`src/rtl/demap_pkg.sv`:
```
// Shared types, default frame geometry and counter-width helper for the frame demapper.
package demap_pkg;

   typedef enum logic [0:0] {StHunt, StLocked} demap_state_e;

   localparam int unsigned DEF_DATA_W    = 8;
   localparam int unsigned DEF_NUM_ROWS  = 4;
   localparam int unsigned DEF_NUM_COLS  = 1041;
   localparam int unsigned DEF_OH_COLS   = 16;
   localparam int unsigned DEF_STUFF_COL = 1040;
   localparam int unsigned DEF_ARQ_ROW   = 0;
   localparam int unsigned DEF_ARQ_COL   = 6;

   // Never returns 0 so a single-row or single-column geometry still gets a 1-bit counter.
   function automatic int unsigned cnt_w(input int unsigned n);
      return (n > 1) ? $clog2(n) : 1;
   endfunction

   localparam int unsigned ROW_W = cnt_w(DEF_NUM_ROWS);
   localparam int unsigned COL_W = cnt_w(DEF_NUM_COLS);

endpackage

```
`src/rtl/frame_demap_param_if.sv`:
```
// Line-side input and payload-side output bundle of the frame demapper.
interface frame_demap_param_if #(
   parameter int unsigned DATA_W = 8
);
   logic [DATA_W-1:0] i_frame_data;
   logic              i_frame_data_valid;
   logic              i_frame_sof;
   logic [DATA_W-1:0] o_pyld_data;
   logic              o_pyld_data_valid;
   logic              o_pyld_sof;
   logic              o_arq_en;
   logic              o_arq_en_valid;
   logic              o_locked;
   logic              o_sof_err;

   modport master (
      output i_frame_data, i_frame_data_valid, i_frame_sof,
      input  o_pyld_data, o_pyld_data_valid, o_pyld_sof, o_arq_en, o_arq_en_valid,
      input  o_locked, o_sof_err
   );

   modport slave (
      input  i_frame_data, i_frame_data_valid, i_frame_sof,
      output o_pyld_data, o_pyld_data_valid, o_pyld_sof, o_arq_en, o_arq_en_valid,
      output o_locked, o_sof_err
   );
endinterface

```
`src/rtl/demap_pos_cnt.sv`:
```
// Row/column position of the current line byte within the frame.
module demap_pos_cnt
   import demap_pkg::*;
#(
   parameter int unsigned NUM_ROWS = DEF_NUM_ROWS,
   parameter int unsigned NUM_COLS = DEF_NUM_COLS,
   parameter int unsigned ROW_BITS = cnt_w(NUM_ROWS),
   parameter int unsigned COL_BITS = cnt_w(NUM_COLS)
) (
   input  logic                i_clk,
   input  logic                i_rst,
   input  logic                advance,
   input  logic                load_zero,
   output logic [ROW_BITS-1:0] row,
   output logic [COL_BITS-1:0] col,
   output logic                at_origin
);

   localparam logic [ROW_BITS-1:0] ROW_LAST = ROW_BITS'(NUM_ROWS - 1);
   localparam logic [COL_BITS-1:0] COL_LAST = COL_BITS'(NUM_COLS - 1);

   logic [ROW_BITS-1:0] row_base, row_d;
   logic [COL_BITS-1:0] col_base, col_d;

   // load_zero: the current byte is the origin, so step to the position just after it.
   always_comb begin
      row_base = load_zero ? '0 : row;
      col_base = load_zero ? '0 : col;
      row_d    = row_base;
      col_d    = col_base + COL_BITS'(1);
      if (col_base == COL_LAST) begin
         col_d = '0;
         row_d = (row_base == ROW_LAST) ? '0 : row_base + ROW_BITS'(1);
      end
   end

   always_ff @(posedge i_clk) begin
      if (i_rst) begin
         row <= '0;
         col <= '0;
      end else if (advance || load_zero) begin
         row <= row_d;
         col <= col_d;
      end
   end

   assign at_origin = (row == '0) && (col == '0);

endmodule

```
`src/rtl/frame_demap_param.sv`:
```
// Receive demapper: SOF lock/realign, overhead strip, stuff zeroing, ARQ_EN extraction.
// Define DEMAP_ARQ_VOTE_EN to majority-vote ARQ_EN over all rows instead of one sample.
module frame_demap_param
   import demap_pkg::*;
#(
   parameter int unsigned DATA_W    = DEF_DATA_W,
   parameter int unsigned NUM_ROWS  = DEF_NUM_ROWS,
   parameter int unsigned NUM_COLS  = DEF_NUM_COLS,
   parameter int unsigned OH_COLS   = DEF_OH_COLS,
   parameter int unsigned STUFF_COL = DEF_STUFF_COL,
   parameter int unsigned ARQ_ROW   = DEF_ARQ_ROW,
   parameter int unsigned ARQ_COL   = DEF_ARQ_COL
) (
   input logic                i_clk,
   input logic                i_rst,
   frame_demap_param_if.slave bus
);

   localparam int unsigned ROW_BITS = cnt_w(NUM_ROWS);
   localparam int unsigned COL_BITS = cnt_w(NUM_COLS);

   demap_state_e        state_q, state_d;
   logic                miss_q, miss_d;
   logic                advance, load_zero, at_origin;
   logic [ROW_BITS-1:0] row, eff_row;
   logic [COL_BITS-1:0] col, eff_col;
   logic                fwd_valid, fwd_sof, sof_err_d, arq_valid_d, arq_en_d;
   logic [DATA_W-1:0]   fwd_data;
   logic [DATA_W-1:0]   pyld_data_q;
   logic                pyld_valid_q, pyld_sof_q, arq_en_q, arq_valid_q, sof_err_q;

`ifdef DEMAP_ARQ_VOTE_EN
   localparam int unsigned VOTE_W = cnt_w(NUM_ROWS + 1);
   localparam logic [ROW_BITS-1:0] ROW_LAST = ROW_BITS'(NUM_ROWS - 1);
   logic [VOTE_W-1:0] vote_q, vote_d, ones;
`endif

   demap_pos_cnt #(
      .NUM_ROWS (NUM_ROWS),
      .NUM_COLS (NUM_COLS),
      .ROW_BITS (ROW_BITS),
      .COL_BITS (COL_BITS)
   ) u_pos_cnt (
      .i_clk     (i_clk),
      .i_rst     (i_rst),
      .advance   (advance),
      .load_zero (load_zero),
      .row       (row),
      .col       (col),
      .at_origin (at_origin)
   );

   always_comb begin
      state_d     = state_q;
      miss_d      = miss_q;
      advance     = 1'b0;
      load_zero   = 1'b0;
      sof_err_d   = 1'b0;
      fwd_valid   = 1'b0;
      fwd_sof     = 1'b0;
      fwd_data    = bus.i_frame_data;
      arq_valid_d = 1'b0;
      arq_en_d    = arq_en_q;
      eff_row     = row;
      eff_col     = col;
`ifdef DEMAP_ARQ_VOTE_EN
      vote_d      = vote_q;
      ones        = '0;
`endif
      if (bus.i_frame_data_valid) begin
         unique case (state_q)
            StHunt: begin
               if (bus.i_frame_sof) begin
                  state_d   = StLocked;
                  load_zero = 1'b1;
                  miss_d    = 1'b0;
               end
            end
            StLocked: begin
               advance = 1'b1;
               if (bus.i_frame_sof && !at_origin) begin
                  // Realign: this byte becomes row0/col0, so it is decoded as overhead.
                  load_zero = 1'b1;
                  sof_err_d = 1'b1;
                  miss_d    = 1'b0;
                  eff_row   = '0;
                  eff_col   = '0;
               end else if (bus.i_frame_sof) begin
                  miss_d = 1'b0;
               end else if (at_origin) begin
                  sof_err_d = 1'b1;
                  if (miss_q) begin
                     state_d = StHunt;
                     miss_d  = 1'b0;
                  end else begin
                     miss_d = 1'b1;
                  end
               end

               if (eff_col >= COL_BITS'(OH_COLS)) begin
                  fwd_valid = 1'b1;
                  fwd_sof   = (eff_row == '0) && (eff_col == COL_BITS'(OH_COLS));
                  if (eff_col == COL_BITS'(STUFF_COL)) fwd_data = '0;
               end

`ifdef DEMAP_ARQ_VOTE_EN
               // Row 0 restarts the tally, which also discards any vote cut short by a realign.
               if (eff_col == COL_BITS'(ARQ_COL)) begin
                  ones   = ((eff_row == '0) ? '0 : vote_q) + VOTE_W'(&bus.i_frame_data);
                  vote_d = ones;
                  if (eff_row == ROW_LAST) begin
                     arq_valid_d = 1'b1;
                     arq_en_d    = (32'(ones) << 1) > NUM_ROWS;
                  end
               end
`else
               if (eff_row == ROW_BITS'(ARQ_ROW) && eff_col == COL_BITS'(ARQ_COL)) begin
                  arq_valid_d = 1'b1;
                  arq_en_d    = &bus.i_frame_data;
               end
`endif
            end
            default: state_d = StHunt;
         endcase
      end
   end

   always_ff @(posedge i_clk) begin
      if (i_rst) begin
         state_q      <= StHunt;
         miss_q       <= 1'b0;
         pyld_data_q  <= '0;
         pyld_valid_q <= 1'b0;
         pyld_sof_q   <= 1'b0;
         arq_en_q     <= 1'b0;
         arq_valid_q  <= 1'b0;
         sof_err_q    <= 1'b0;
      end else begin
         state_q      <= state_d;
         miss_q       <= miss_d;
         pyld_valid_q <= fwd_valid;
         pyld_sof_q   <= fwd_sof;
         arq_en_q     <= arq_en_d;
         arq_valid_q  <= arq_valid_d;
         sof_err_q    <= sof_err_d;
         if (fwd_valid) pyld_data_q <= fwd_data;
      end
   end

`ifdef DEMAP_ARQ_VOTE_EN
   always_ff @(posedge i_clk) begin
      if (i_rst) vote_q <= '0;
      else       vote_q <= vote_d;
   end
`endif

   assign bus.o_pyld_data       = pyld_data_q;
   assign bus.o_pyld_data_valid = pyld_valid_q;
   assign bus.o_pyld_sof        = pyld_sof_q;
   assign bus.o_arq_en          = arq_en_q;
   assign bus.o_arq_en_valid    = arq_valid_q;
   assign bus.o_sof_err         = sof_err_q;
   assign bus.o_locked          = (state_q == StLocked);

endmodule

```
`src/flat_wrapper.sv`:
```
// flat-port wrapper written by rule: the top's interface ports become plain ports
module frame_demap_param_flat import demap_pkg::*;
#(
   parameter int unsigned DATA_W    = DEF_DATA_W,
   parameter int unsigned NUM_ROWS  = DEF_NUM_ROWS,
   parameter int unsigned NUM_COLS  = DEF_NUM_COLS,
   parameter int unsigned OH_COLS   = DEF_OH_COLS,
   parameter int unsigned STUFF_COL = DEF_STUFF_COL,
   parameter int unsigned ARQ_ROW   = DEF_ARQ_ROW,
   parameter int unsigned ARQ_COL   = DEF_ARQ_COL
)
  (i_clk, i_rst, bus_i_frame_data, bus_i_frame_data_valid, bus_i_frame_sof, bus_o_pyld_data, bus_o_pyld_data_valid, bus_o_pyld_sof, bus_o_arq_en, bus_o_arq_en_valid, bus_o_locked, bus_o_sof_err);
  frame_demap_param_if #(.DATA_W(DATA_W)) bus_i ();
  input logic i_clk;
  input logic i_rst;
  input wire logic [$bits(bus_i.i_frame_data)-1:0] bus_i_frame_data;
  input wire logic [$bits(bus_i.i_frame_data_valid)-1:0] bus_i_frame_data_valid;
  input wire logic [$bits(bus_i.i_frame_sof)-1:0] bus_i_frame_sof;
  output wire logic [$bits(bus_i.o_pyld_data)-1:0] bus_o_pyld_data;
  output wire logic [$bits(bus_i.o_pyld_data_valid)-1:0] bus_o_pyld_data_valid;
  output wire logic [$bits(bus_i.o_pyld_sof)-1:0] bus_o_pyld_sof;
  output wire logic [$bits(bus_i.o_arq_en)-1:0] bus_o_arq_en;
  output wire logic [$bits(bus_i.o_arq_en_valid)-1:0] bus_o_arq_en_valid;
  output wire logic [$bits(bus_i.o_locked)-1:0] bus_o_locked;
  output wire logic [$bits(bus_i.o_sof_err)-1:0] bus_o_sof_err;
  assign bus_i.i_frame_data = bus_i_frame_data;
  assign bus_i.i_frame_data_valid = bus_i_frame_data_valid;
  assign bus_i.i_frame_sof = bus_i_frame_sof;
  assign bus_o_pyld_data = bus_i.o_pyld_data;
  assign bus_o_pyld_data_valid = bus_i.o_pyld_data_valid;
  assign bus_o_pyld_sof = bus_i.o_pyld_sof;
  assign bus_o_arq_en = bus_i.o_arq_en;
  assign bus_o_arq_en_valid = bus_i.o_arq_en_valid;
  assign bus_o_locked = bus_i.o_locked;
  assign bus_o_sof_err = bus_i.o_sof_err;
  frame_demap_param #(.DATA_W(DATA_W), .NUM_ROWS(NUM_ROWS), .NUM_COLS(NUM_COLS), .OH_COLS(OH_COLS), .STUFF_COL(STUFF_COL), .ARQ_ROW(ARQ_ROW), .ARQ_COL(ARQ_COL)) u_core (.i_clk(i_clk), .i_rst(i_rst), .bus(bus_i));
endmodule
```
`config.mk`:
```
export PLATFORM = sky130hd
export DESIGN_NAME = frame_demap_param_flat
export DESIGN_NICKNAME = d
export VERILOG_FILES = /design/src/rtl/demap_pkg.sv /design/src/rtl/frame_demap_param_if.sv /design/src/rtl/demap_pos_cnt.sv /design/src/rtl/frame_demap_param.sv /design/src/flat_wrapper.sv
export SDC_FILE = /design/constraint.sdc
export NUM_CORES = 1
export LEC_CHECK = 0
export CORE_AREA = 2 2 61 63
export CTS_CLUSTER_DIAMETER = 60
export DETAILED_ROUTE_END_ITERATION = 7
export DIE_AREA = 0 0 63 65
export PLACE_DENSITY = 0.71
export SLEW_MARGIN = 20
export SYNTH_ARGS = -nofsm -noshare
export SYNTH_HDL_FRONTEND = slang
export SYNTH_SLANG_ARGS = --single-unit
export TNS_END_PERCENT = 20
```
`constraint.sdc`:
```
create_clock -name i_clk -period 3.9 [get_ports i_clk]
set_input_delay 0.39 -clock i_clk [delete_from_list [all_inputs] [get_ports i_clk]]
set_output_delay 0.39 -clock i_clk [all_outputs]
set_load 0.01 [all_outputs]
```
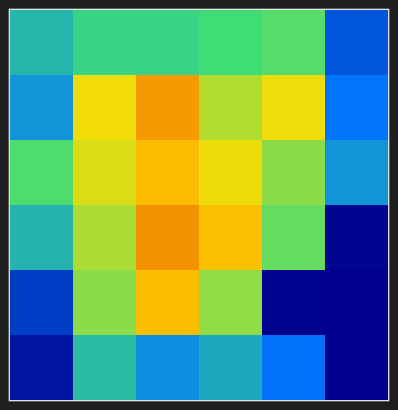
(run_1/density.png)
(6 px per micron) 6 x 6 tiles, from dark blue (low) to red (high), 0 to 100% covered.
The emptiest ninth of the die: bottom right. 11% of the tiles are nearly empty. The fullest tile reaches 83%.
total core area: 3500 sq um
final core utilization: 55.3%
core utilization before placement: 45.1%

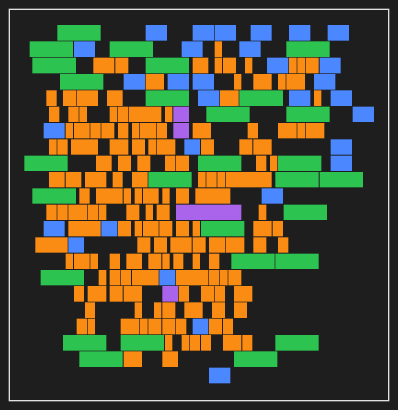
(run_1/cell_classes.png)
(6 px per micron)
all other logic: shown in orange, cells 152, share of their area 52%. flip-flops: shown in green, cells 28, share of their area 30%. other buffers and delay cells: shown in blue, cells 30, share of their area 15%. clock drivers and dummy loads: shown in purple, cells 4, share of their area 2.8%.
sequential fraction of total cell area: 29.0%
final design area excluding fillers: 1930 sq um

==> flow.log, run 1 <==
[metrics] run summary
INFO  metric worst_setup_path_startpoint = u_core.u_pos_cnt.col[5]
INFO  metric highest_count_cells_in_the_layout_ignoring_fill_and_taps = 28 x sky130_fd_sc_hd__dfxtp_1, 25 x sky130_fd_sc_hd__clkdlybuf4s50_1, 23 x sky130_fd_sc_hd__nand2_1
INFO  metric htree_num_levels = 1
INFO  metric clock.latency.late_pin = 0.35 ns
INFO  metric power.static_leakage = around 0.00069 uW
INFO  metric netlist_top_cells_area = sky130_fd_sc_hd__dfxtp_1 36%, sky130_fd_sc_hd__nand2_1 5.5%, sky130_fd_sc_hd__nand4_1 4.0%
INFO  metric worst_setup_path_start_kind = flop
INFO  metric ff_count = 28
INFO  metric grt_first_pass_wirelength = ~7200 microns
INFO  metric first_global_vias = 1535
INFO  metric worst_slew_pin_slew = 0.859 ns
INFO  metric placed_cell_area = 1880 sq um
INFO  metric ant_nets = 0
INFO  metric clkCellAreaFrac = roughly 2.7%
INFO  metric numCtsBuffers = 3
INFO  metric r2r-start = u_core.u_pos_cnt.col[5]
INFO  metric critical_path_peak_fanout = 10
INFO  metric post-cts-setup-buffers = 0
INFO  metric buf_share = 14.9%
INFO  metric critical_path.reg2reg.endpoint = u_core.u_pos_cnt.col[9]
INFO  metric clock-skew-final = 0.0147 ns
INFO  metric diodes = 0
INFO  metric timing.reg2reg.worst_path_depth = 12
INFO  metric top_post_synthesis_cells_by_count = 28 x sky130_fd_sc_hd__dfxtp_1, 23 x sky130_fd_sc_hd__nand2_1, 12 x sky130_fd_sc_hd__nand3_1, 10 x sky130_fd_sc_hd__nand4_1, 10 x sky130_fd_sc_hd__nor2_1
INFO  metric drc_errors = 0
INFO  metric fraction_of_registers_with_async_set_or_reset_after_synthesis = 0%
INFO  metric ys_cells = 189
INFO  metric vias = around 1600
INFO  metric worstHoldStart = u_core.bus.o_pyld_data[3]
INFO  metric drt-vias-per-instance = 6.07
INFO  metric max_clock_freq = roughly 300 MHz
INFO  metric final.hold.worst_slack = between 0.4 and 0.5 ns
INFO  metric first_pass_iters = 5
INFO  metric yosysTopAreaCellShare = a little over a third
INFO  metric fin_nets = 230
INFO  metric dominant_flop_cell = sky130_fd_sc_hd__dfxtp_1
INFO  metric timing.critical_path.arrival = 3.66 ns
INFO  metric critical_path_end_type = flop
INFO  metric top_cell_class_by_occupied_area = combinational gates
INFO  metric cts_root_buf = sky130_fd_sc_hd__clkbuf_4
INFO  metric grt_setup_unrepaired = no
INFO  metric placementRows = 22
INFO  metric yosys.cell_count.top_type = sky130_fd_sc_hd__dfxtp_1
INFO  metric logic_gates = 146
INFO  metric registers.top_by_ff_count = u_core.u_pos_cnt.col
INFO  metric ys_chip_area = ~1600 sq um
INFO  metric clock-sinks = 28
INFO  metric grt_overflow_total = 0
INFO  metric lay_top_count = sky130_fd_sc_hd__dfxtp_1
INFO  metric clkSlewWorstSetupHoldPaths = roughly 0.17 ns
INFO  metric worst-r2r-setup-slack = 0.55 ns
INFO  metric ys_warn_count = 0
INFO  metric outcome = finished clean
INFO  metric setup.worst_path.end = u_core.u_pos_cnt.col[9]
INFO  metric cp.required = 4.21 ns
INFO  metric gr-usage-all-layers = 22.0%
INFO  metric post_dp_hpwl = 3120 microns
INFO  metric die_x = 63 microns
INFO  metric setup_viol = 0
INFO  metric synth_area_leader_cell = sky130_fd_sc_hd__dfxtp_1
INFO  metric whs_endpoint = u_core.bus.o_pyld_data[3]
INFO  metric antenna_found_initial = 0
INFO  metric openroad_warnings = 27
INFO  metric syn-cell-area = 1580 sq um
INFO  metric max_cap_viol_count = 0
INFO  metric final.signal_inverter_count = 6
INFO  metric average_footprint_of_a_synthesized_cell = 8.33 sq um
INFO  metric totalNegativeSetupSlack = 0 ns
INFO  metric relSlewSlack = 42.5%
INFO  metric synth-edff-count = 0
INFO  metric netlist_cell_types = approximately 45
INFO  metric largest_register_ff_count = 11
INFO  metric routed_wirelength = around 4200 microns
INFO  metric cts_resized = 0
INFO  metric cell_count_after_synthesis = 189
INFO  metric cts_hold_buf = 0
INFO  metric cts_tree = yes
INFO  metric register_share_after_synthesis = 35.6%
INFO  metric drive_gt1_share = about 7.5%
INFO  metric slew_viol_final = 0
INFO  metric final_wtd_congestion = 0.932
INFO  metric comb-cell-share = 49.1%
INFO  metric fp.dieArea = roughly 4000 sq um
INFO  metric post_drt_wl_per_cell = 16.2 microns
INFO  metric power_per_cell_area = 292 nW/um^2
INFO  metric largest_net_degree_at_the_start_of_global_routing = 24
INFO  metric vdd_drop_max = 0.125 mV
INFO  metric signal_buffers = 30
INFO  metric mi_logic_area = 948 sq um
INFO  metric finalHoldViolCount = 0
INFO  metric min_delay_path_depth = 1
INFO  metric die_height = 65 microns
INFO  metric mappedNetlistNets = a little over 200
INFO  metric num-clock-buffers = 3
INFO  metric path_class = reg -> reg
INFO  metric tap_cells = between 40 and 50
INFO  metric synth-seq-cells = 28
INFO  metric detailedRoute.firstIterationViolations = 82
INFO  metric final.min_clock_period = 3.35 ns
INFO  metric fillers = 341
INFO  metric area.growth.synth_to_final = 22.6%
INFO  metric layout_worst_path_cycle_share = 85.9%
INFO  metric reg_area = 561 sq um
INFO  metric min_path_type = reg -> reg
INFO  metric cts-root-to-sink-buffers = 2
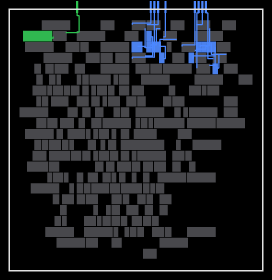
(run_1/port_nets.png)
(4 px per micron)
bus_i_frame_data: shown in blue, direction input, end cells 10, wire 151 microns. bus_o_sof_err: shown in green, direction output, end cells 1, wire 10.2 microns.
count of pins on the block boundary: 26
total of buffers placed on input and output ports: 25

==> run 1: where the power goes <==
group | total, uW | internal, uW | switching, uW | leakage (uW)
clock network | 198 | 104 | 94.2 | 0.0000279
registers | 296 | 290 | 6.09 | 0.000226
logic | 69.5 | 30.3 | 39.2 | 0.000441
==> run 1: through the flow <==
stage          total power [uW]  instances  setup WS, ns
4_1_cts                     565        262         0.615
5_1_grt                     584        262         0.280
6_report                    564        262         0.551
3_5_place_dp                370        258         0.621
3_3_place_gp                369        258         0.760
2_1_floorplan               341        189         0.652
==> run 1: routing by layer <==
layer	part of all wire, %	wire [microns]	vias to the layer above	global-route usage [%]
li1	-	-	763	-
met1	41	1750	730	26.0
met2	48	2030	82	37.4
met3	6.7	285	16	3.65
met4	4.1	173	0	13.6
met5	0	0	-	0
==> run 1: worst max-delay path, stage by stage, from the launching register on <==
cell and delay (ns):
sky130_fd_sc_hd__dfxtp_1 0.43, sky130_fd_sc_hd__nor3_4 0.43, sky130_fd_sc_hd__nand4_1 0.21, sky130_fd_sc_hd__ha_1 0.33, sky130_fd_sc_hd__mux2i_1 0.22, sky130_fd_sc_hd__nor2_1 0.13
sky130_fd_sc_hd__nor2_1 0.16, sky130_fd_sc_hd__inv_1 0.07, sky130_fd_sc_hd__ha_1 0.17, sky130_fd_sc_hd__and3_1 0.23, sky130_fd_sc_hd__a311oi_2 0.48, sky130_fd_sc_hd__or3b_1 0.39
sky130_fd_sc_hd__nand3_1 0.08
==> run 1: cell families after synthesis <==
logic type,after synthesis,synth area share (%)
multiplexers,5,3.81
XOR/XNOR,1,0.556
flip-flops,28,35.6
AND-OR/OR-AND,45,20.6
buffers and inverters,15,4.21
adder cells (fa/ha/maj),3,2.38
AND/OR/NAND/NOR,92,32.9
==> run_1/final_placement.png <==
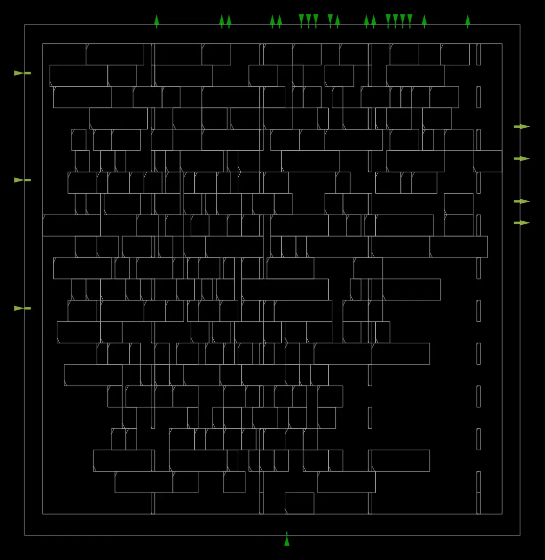

==> inputs of run 2 (changes only) <==
--- a/config.mk
+++ b/config.mk
@@ -5,13 +5,14 @@
 export SDC_FILE = /design/constraint.sdc
 export NUM_CORES = 1
 export LEC_CHECK = 0
-export CORE_AREA = 2 2 61 63
+export CORE_AREA = 2 2 59 61
 export CTS_CLUSTER_DIAMETER = 60
 export DETAILED_ROUTE_END_ITERATION = 7
-export DIE_AREA = 0 0 63 65
+export DIE_AREA = 0 0 61 63
 export PLACE_DENSITY = 0.71
 export SLEW_MARGIN = 20
 export SYNTH_ARGS = -nofsm -noshare
 export SYNTH_HDL_FRONTEND = slang
+export SYNTH_HIERARCHICAL = 1
 export SYNTH_SLANG_ARGS = --single-unit
 export TNS_END_PERCENT = 20
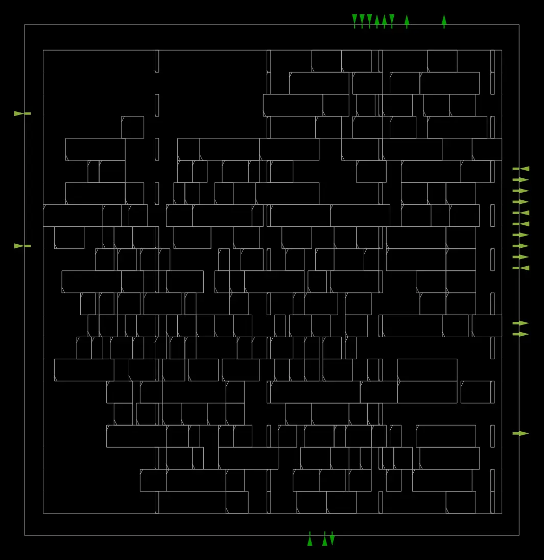
(run_2/final_placement.png)
count of sequential standard cells: 28
final core utilization: 55.9%
floorplan row count: 21
Filler Cells Inserted: 308
sequential fraction of total cell area: 31.0%

==> run 2 against run 1 <==
Worst setup slack got worse by 0.087 ns. Sequential cell count did not move. Global-route usage fell by 3.0 points. Die size fell by 6.2%. Final area fell by 6.5%. Sequential share of layout area rose by 2.0 points. Via count fell by 15%. Core utilization rose by 0.64 points. Area after synthesis fell by 7.1%. Clock power fell by 4%. Sequential power barely moved. Synthesized cell count fell by 14%. Critical path type unchanged. Critical endpoint is now u_core/u_pos_cnt/col[10].
==> flow.log, run 2 <==
[metrics] run summary
INFO  metric final.hold.worst_slack = 0.500 ns (+0.0195 ns)
INFO  metric post_dp_hpwl = 2400 microns (-23%)
INFO  metric ys_warn_count = 6 (+6)
INFO  metric mappedNetlistNets = 178 (-13%)
INFO  metric drc_errors = 0 (unchanged)
INFO  metric placed_cells_incl_taps = 229 (-11%)
INFO  metric finalHoldViolCount = 0 (unchanged)
INFO  metric detailedRoute.firstIterationViolations = 50 (-39%)
INFO  metric timing.reg2reg.worst_path_depth = 14 (+2)
INFO  metric min_path_type = reg -> reg
INFO  metric worst_slew_pin_slew = 0.855 ns (-0.00463 ns)
INFO  metric highest_count_cells_in_the_layout_ignoring_fill_and_taps = 28 x sky130_fd_sc_hd__dfxtp_1, 25 x sky130_fd_sc_hd__clkdlybuf4s50_1, 10 x sky130_fd_sc_hd__nand2_1
INFO  metric clock-skew-final = 0.00907 ns (-0.00559 ns)
INFO  metric p_total = 535 uW (-5.0%)
INFO  metric maxUsedRoutingLayer = met4
INFO  metric cts-root-to-sink-buffers = 2 (unchanged)
INFO  metric ant_nets = 0 (unchanged)
INFO  metric cell_count_after_synthesis = 162 (-14%)
INFO  metric htree_num_levels = 1 (unchanged)
INFO  metric post_drt_wl_per_cell = 14.3 microns (-12%)
INFO  metric fraction_of_registers_with_async_set_or_reset_after_synthesis = 0% (unchanged)
INFO  metric global_route.usage.met2 = 31.0% (-6.3 points)
INFO  metric slew_viol_final = 0 (unchanged)
INFO  metric outcome = finished clean
INFO  metric grt_overflow_total = 0 (unchanged)
INFO  metric critical_path_end_type = flop
INFO  metric clkSlewWorstSetupHoldPaths = 0.16 ns (about the same)
INFO  metric path_class = reg -> reg
INFO  metric critical_path_peak_fanout = 16 (+6)
INFO  metric path_delay_family = simple AND/OR/NAND/NOR gates
INFO  metric dpl_worst_slack = 0.487 ns (-0.134 ns)
INFO  metric vdd_drop_max = 0.126 mV (+0.74%)
INFO  metric cts_tree = yes
INFO  metric synth_area_leader_cell = sky130_fd_sc_hd__dfxtp_1
INFO  metric first_global_vias = 1288 (-16%)
INFO  metric synth-edff-count = 0 (unchanged)
INFO  metric power.static_leakage = 0.000725 uW (+4.4%)
INFO  metric worstPathCellList = nor3_1 -> nand2_1 -> nor4_1 -> inv_1 -> ha_1 -> mux2i_1 -> nor2b_1 -> nand2b_1 -> inv_1 -> ha_1 -> and3_2 -> nand4_1 -> o21bai_1 -> a31oi_1
INFO  metric clock.latency.late_pin = 0.33 ns (-0.02 ns)
INFO  metric largest_net_degree_at_the_start_of_global_routing = 21 (-13%)
INFO  metric cts_hold_buf = 0 (unchanged)
INFO  metric diodes = 0 (unchanged)
INFO  metric cts_root_buf = sky130_fd_sc_hd__clkbuf_4
INFO  metric final.min_clock_period = 3.44 ns (+0.0874 ns)
INFO  metric timing.final.ws_setup = 0.463 ns (-0.0874 ns)
INFO  metric max_cap_viol_count = 0 (unchanged)
INFO  metric routed-wl-met2 = 1650 microns (-19%)
INFO  metric worst_setup_path_start_kind = flop
INFO  metric area.growth.synth_to_final = 23.5%
INFO  metric final_wtd_congestion = 0.803 (-14%)
INFO  metric placed_cell_area = 1750 sq um (-6.7%)
INFO  metric ys_chip_area = 1460 sq um (-7.1%)
INFO  metric first_pass_iters = 4 (-1)
INFO  metric drt-vias-per-instance = 5.78 (-4.8%)
INFO  metric numCtsBuffers = 3 (unchanged)
INFO  metric r2r-start = u_core/u_pos_cnt/col[9]
INFO  metric relSlewSlack = 42.9% (+0.37 points)
INFO  metric register_share_after_synthesis = 38.3% (+2.7 points)
INFO  metric timing.critical_path.arrival = 3.70 ns (+0.04 ns)
INFO  metric largest_register_ff_count = 11 (unchanged)
INFO  metric detailroute.wirelength.met3 = 138 microns (-52%)
INFO  metric met1_length = 1530 microns (-13%)
INFO  metric netlist_cell_types = 48 (+6.7%)
INFO  metric path_buffers = 2 (+1)
INFO  metric critical_path.reg2reg.endpoint = u_core/u_pos_cnt/col[10]
INFO  metric registers.top_by_ff_count = u_core/u_pos_cnt/col
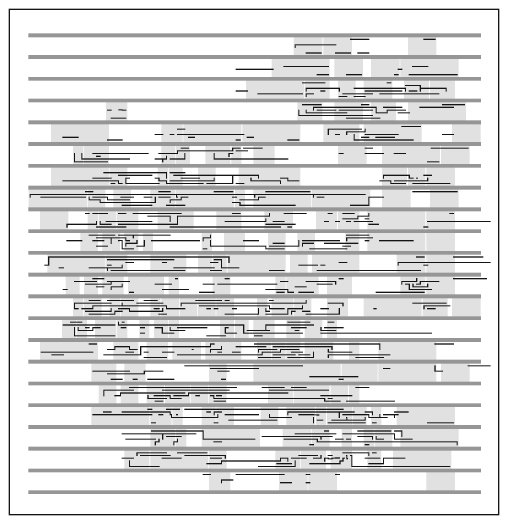
(run_2/met1.png)
(8 px per micron) Supply wires on this layer in grey.
The layer holds 46% of the routed length. The layer carries 1530 microns of wire. 183 nets have wire on it. The wires run mostly horizontal.
met1 layer usage reported by global route: 24.9%
total wire length: 3340 microns
routed vias: 1347

## run 2: netlist changes by cell type after synthesis, sizes merged, moves of 3 or more
cell and delta:
nand2 -13, nor3 -3, buf -4, or4 +3, a22o +8, or3 +3, nor2b +3, nand3 -9
o2bb2ai -7, and3 -3
## run 2: worst min path at each step
stage / cells past startpoint / endpoint / slack [ns] / startpoint
3_3_place_gp: 1 / u_core/bus.o_pyld_data[6] / 0.46 / u_core/bus.o_pyld_data[6]
6_report: 1 / u_core/bus.o_pyld_data[4] / 0.50 / u_core/bus.o_pyld_data[4]
2_1_floorplan: 2 / u_core/miss_q / 0.44 / u_core/miss_q
5_1_grt: 1 / u_core/bus.o_pyld_data[2] / 0.52 / u_core/bus.o_pyld_data[2]
3_5_place_dp: 1 / u_core/bus.o_pyld_data[0] / 0.47 / u_core/bus.o_pyld_data[0]
4_1_cts: 1 / u_core/bus.o_pyld_data[4] / 0.50 / u_core/bus.o_pyld_data[4]
## run 2: final cells by class
cell class / instances / area (sq um) / area share (%)
flip-flops and latches: 28 / 561 / 31.0
well taps: 46 / 57.6 / 3.19
inverters: 8 / 30.0 / 1.66
clock buffers: 3 / 22.5 / 1.25
multi-input cells: 122 / 856 / 47.4
clock inverters: 1 / 30.0 / 1.66
repair buffers: 25 / 250 / 13.9
## run 2: kinds of logic after synthesis
logic type	synth area share, %
muxes	0.684
and+or+nand+nor	34.4
adders and majority gates	3.42
DFF	38.3
buffers and inverters	3.16
AOI/OAI and AO/OA	18.2
xor gates and xnor gates	1.80
## run 2: report_power, final
| group | total (uW) | internal [uW] | switching, uW |
|---|---|---|---|
| logic | 50.4 | 24.5 | 25.9 |
| registers | 294 | 289 | 4.88 |
| clock network | 191 | 104 | 87.3 |
| total | 535 | 417 | 118 |
==> inputs of run 3 (changes only) <==
--- a/config.mk
+++ b/config.mk
@@ -9,6 +9,7 @@
 export CTS_CLUSTER_DIAMETER = 60
 export DETAILED_ROUTE_END_ITERATION = 7
 export DIE_AREA = 0 0 61 63
+export HOLD_SLACK_MARGIN = 0.06
 export PLACE_DENSITY = 0.71
 export SLEW_MARGIN = 20
 export SYNTH_ARGS = -nofsm -noshare
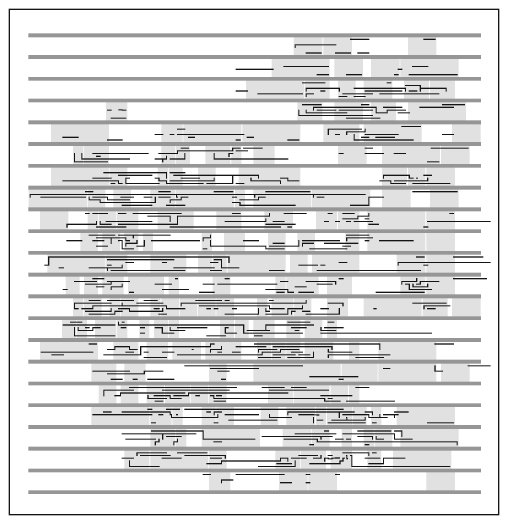
(run_3/met1.png)
(8 px per micron) Supply wires on this layer in grey.
The longest straight run is 41.9 microns. The wires run mostly horizontal. 183 nets have wire on it.

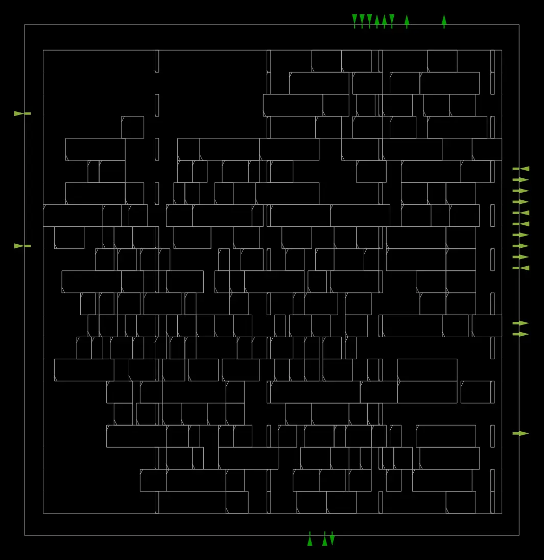
(run_3/final_placement.png)
total core area: 3230 sq um
well-tap cell count: 46
non-filler instance count after layout: 233

==> run 3 against run 2 <==
Synthesized cell count unchanged. Clock power about the same. Die size unchanged. Combinational power about the same. Worst setup slack unchanged. Non-clock buffer count unchanged. Largest cell class unchanged. Power unchanged. Sequential share of layout area unchanged. Fmax unchanged. Count of clock-buffer cells in the layout unchanged. Wire length unchanged. Core utilization unchanged.
==> flow.log, run 3 <==
[metrics] run summary
INFO  metric outcome = finished clean
INFO  metric netlist_cell_types = 48 (unchanged)
INFO  metric synth_area_leader_cell = sky130_fd_sc_hd__dfxtp_1
INFO  metric cts_tree = yes
INFO  metric cp.required = 4.17 ns
INFO  metric drc_errors = 0 (unchanged)
INFO  metric largest_net_degree_at_the_start_of_global_routing = 21 (unchanged)
INFO  metric timing.final.ws_setup = 0.463 ns (unchanged)
INFO  metric openroad_warnings = 28
INFO  metric worst_setup_path_start_kind = flop
INFO  metric critical_path_peak_fanout = 16 (unchanged)
INFO  metric swShare = 22.1% (unchanged)
INFO  metric fillers = 308 (unchanged)
INFO  metric clock-sinks = 28
INFO  metric timing.critical_path.arrival = 3.70 ns (about the same)
INFO  metric numCtsBuffers = 3 (unchanged)
INFO  metric yosys.cell_count.top_type = sky130_fd_sc_hd__dfxtp_1
INFO  metric die_height = 63 microns
INFO  metric ys_warn_count = 6 (unchanged)
INFO  metric ant_nets = 0 (unchanged)
INFO  metric dominant_flop_cell = sky130_fd_sc_hd__dfxtp_1
INFO  metric final.min_clock_period = 3.44 ns (unchanged)
INFO  metric path_buffers = 2 (unchanged)
INFO  metric max_cap_viol_count = 0 (unchanged)
INFO  metric synth-seq-cells = 28
INFO  metric ioPinCount = 26
INFO  metric power.static_leakage = 0.000725 uW (unchanged)
INFO  metric netlist_top_cells_area = sky130_fd_sc_hd__dfxtp_1 38%, sky130_fd_sc_hd__a22o_1 4.8%, sky130_fd_sc_hd__ha_1 3.4%
INFO  metric synth-edff-count = 0 (unchanged)
INFO  metric drt-vias-per-instance = 5.78 (unchanged)
INFO  metric post_drt_wl_per_cell = 14.3 microns (unchanged)
INFO  metric vias = 1347 (unchanged)
INFO  metric path_delay_family = simple AND/OR/NAND/NOR gates
INFO  metric routed_wirelength = 3340 microns (unchanged)
INFO  metric worst_slew_pin_slew = 0.855 ns (unchanged)
INFO  metric ys_cells = 162
INFO  metric clock_power = 191 uW (about the same)
INFO  metric dpl_worst_slack = 0.487 ns (unchanged)
INFO  metric yosysTopAreaCellShare = 38.3%
INFO  metric cell_count_after_synthesis = 162 (unchanged)
INFO  metric die_x = 61 microns
INFO  metric grt_first_pass_wirelength = 5760 microns
INFO  metric clkSlewWorstSetupHoldPaths = 0.16 ns (about the same)
INFO  metric setup_viol = 0
INFO  metric finalHoldViolCount = 0 (unchanged)
INFO  metric critical_path_end_type = flop
INFO  metric power_per_cell_area = 296 nW/um^2
INFO  metric post-cts-setup-buffers = 0
INFO  metric relSlewSlack = 42.9% (unchanged)
INFO  metric cts-root-to-sink-buffers = 2 (unchanged)
INFO  metric syn-cell-area = ~1500 sq um
INFO  metric htree_num_levels = 1 (unchanged)
INFO  metric average_footprint_of_a_synthesized_cell = 9.03 sq um
INFO  metric fin_nets = 204
INFO  metric cellInternalPower = 417 uW (unchanged)
INFO  metric cts_root_buf = sky130_fd_sc_hd__clkbuf_4
INFO  metric placementRows = 21 (unchanged)
INFO  metric net_switching_power_of_the_design = 118 uW (unchanged)
INFO  metric register_share_after_synthesis = 38.3% (unchanged)
INFO  metric grt_overflow_total = 0 (unchanged)
INFO  metric power_combinational = 50.4 uW (about the same)
INFO  metric diodes = 0 (unchanged)
INFO  metric clock.latency.late_pin = 0.33 ns (about the same)
INFO  metric final_wtd_congestion = 0.803 (unchanged)
INFO  metric floorplanUtilization = a little under half
INFO  metric proportion_of_power_drawn_by_flip_flops_and_latches = 54.9% (about the same)
INFO  metric first_global_vias = 1288 (unchanged)
INFO  metric post_dp_hpwl = 2400 microns (unchanged)
INFO  metric port_buffers = 25
INFO  metric vdd_drop_max = 0.126 mV (unchanged)
INFO  metric seq_power = 294 uW (about the same)
INFO  metric totalNegativeSetupSlack = 0 ns
INFO  metric gr-usage-all-layers = 19.1%
INFO  metric worstPathCellList = nor3_1 -> nand2_1 -> nor4_1 -> inv_1 -> ha_1 -> mux2i_1 -> nor2b_1 -> nand2b_1 -> inv_1 -> ha_1 -> and3_2 -> nand4_1 -> o21bai_1 -> a31oi_1
INFO  metric max_clock_freq = 291 MHz
INFO  metric antenna_found_initial = 0
INFO  metric drive_gt1_share = 8.02%
INFO  metric share_comb_of_total_power = 9.4% (about the same)
INFO  metric ys_chip_area = 1460 sq um (unchanged)
INFO  metric top_post_synthesis_cells_by_count = 28 x sky130_fd_sc_hd__dfxtp_1, 10 x sky130_fd_sc_hd__nand2_1, 8 x sky130_fd_sc_hd__a22o_1, 8 x sky130_fd_sc_hd__inv_1, 8 x sky130_fd_sc_hd__nor2_1
INFO  metric clock-skew-final = 0.00907 ns (unchanged)
INFO  metric power.share.clock = 35.7% (about the same)
INFO  metric cts_hold_buf = 0 (unchanged)
INFO  metric detailedRoute.firstIterationViolations = 50 (unchanged)
INFO  metric fraction_of_registers_with_async_set_or_reset_after_synthesis = 0% (unchanged)
INFO  metric grt_setup_unrepaired = no
INFO  metric worst-r2r-setup-slack = 0.46 ns
INFO  metric cts_resized = 0
INFO  metric first_pass_iters = 4 (unchanged)
INFO  metric slew_viol_final = 0 (unchanged)
INFO  metric area.growth.synth_to_final = 23.5% (unchanged)
INFO  metric mappedNetlistNets = 178 (unchanged)
INFO  metric cp_slowest_cell = sky130_fd_sc_hd__dfxtp_1
INFO  metric path_class = reg -> reg
INFO  metric largestPowerGroup = sequential cells
INFO  metric layout_worst_path_cycle_share = 88.1%
INFO  metric cp_slowest_stage_delay = 0.42 ns
INFO  metric lay_top_count = sky130_fd_sc_hd__dfxtp_1
INFO  metric registers.top_by_ff_count = u_core/u_pos_cnt/col
INFO  metric min_path_type = reg -> reg
INFO  metric fp.dieArea = 3840 sq um
INFO  metric highest_count_cells_in_the_layout_ignoring_fill_and_taps = 28 x sky130_fd_sc_hd__dfxtp_1, 25 x sky130_fd_sc_hd__clkdlybuf4s50_1, 10 x sky130_fd_sc_hd__nand2_1
INFO  metric largest_register_ff_count = 11 (unchanged)
-- run 3: layout make-up --
type,count,area (sq um),share of cell area (%)
sequential,28,561,31.0
multi-input combinational,122,856,47.4
inverter,8,30.0,1.66
clock inverter,1,30.0,1.66
clock buffer,3,22.5,1.25
tap,46,57.6,3.19
timing repair buffer,25,250,13.9
-- run 3: final timing paths --
kind                             startpoint                   endpoint  cells past startpoint
hold / removal    u_core/bus.o_pyld_data[4]  u_core/bus.o_pyld_data[4]                      1
setup / recovery    u_core/u_pos_cnt/col[9]   u_core/u_pos_cnt/col[10]                     14
hold reg to reg   u_core/bus.o_pyld_data[4]  u_core/bus.o_pyld_data[4]                      1
setup reg to reg    u_core/u_pos_cnt/col[9]   u_core/u_pos_cnt/col[10]                     14
-- run 3: logic make-up (layout without fill, tap and decap cells) --
group | after synthesis | in the layout | synth area share (%)
DFF | 28 | 28 | 38.3
adders and majority gates | 4 | 4 | 3.42
AOI/OAI and AO/OA | 37 | 37 | 18.2
xor gates and xnor gates | 3 | 3 | 1.80
and+or+nand+nor | 77 | 77 | 34.4
muxes | 1 | 1 | 0.684
buffers and inverters | 12 | 37 | 3.16
-- run 3: per-layer routing --
layer	vias to the layer above	global-route usage, %	share of wire [%]
li1	657	-	-
met1	650	24.9	46
met2	36	31.0	49
met3	4	2.28	4.1
met4	0	7.61	0.69
met5	-	0	0
-- run 3: stage by stage --
step                area [sq um]  cells  utilization, %  hold WS, ns  power, uW
CTS                         1810    233            55.9        0.505        540
floorplan                   1460    162               -        0.439        326
global placement            1750    229            54.3        0.463        348
finish                      1810    233            55.9        0.500        535
detailed placement          1750    229            54.3        0.467        350
global route                1810    233            55.9        0.522        556
Power figures rest on the tool's default switching activity, not on a simulated workload.
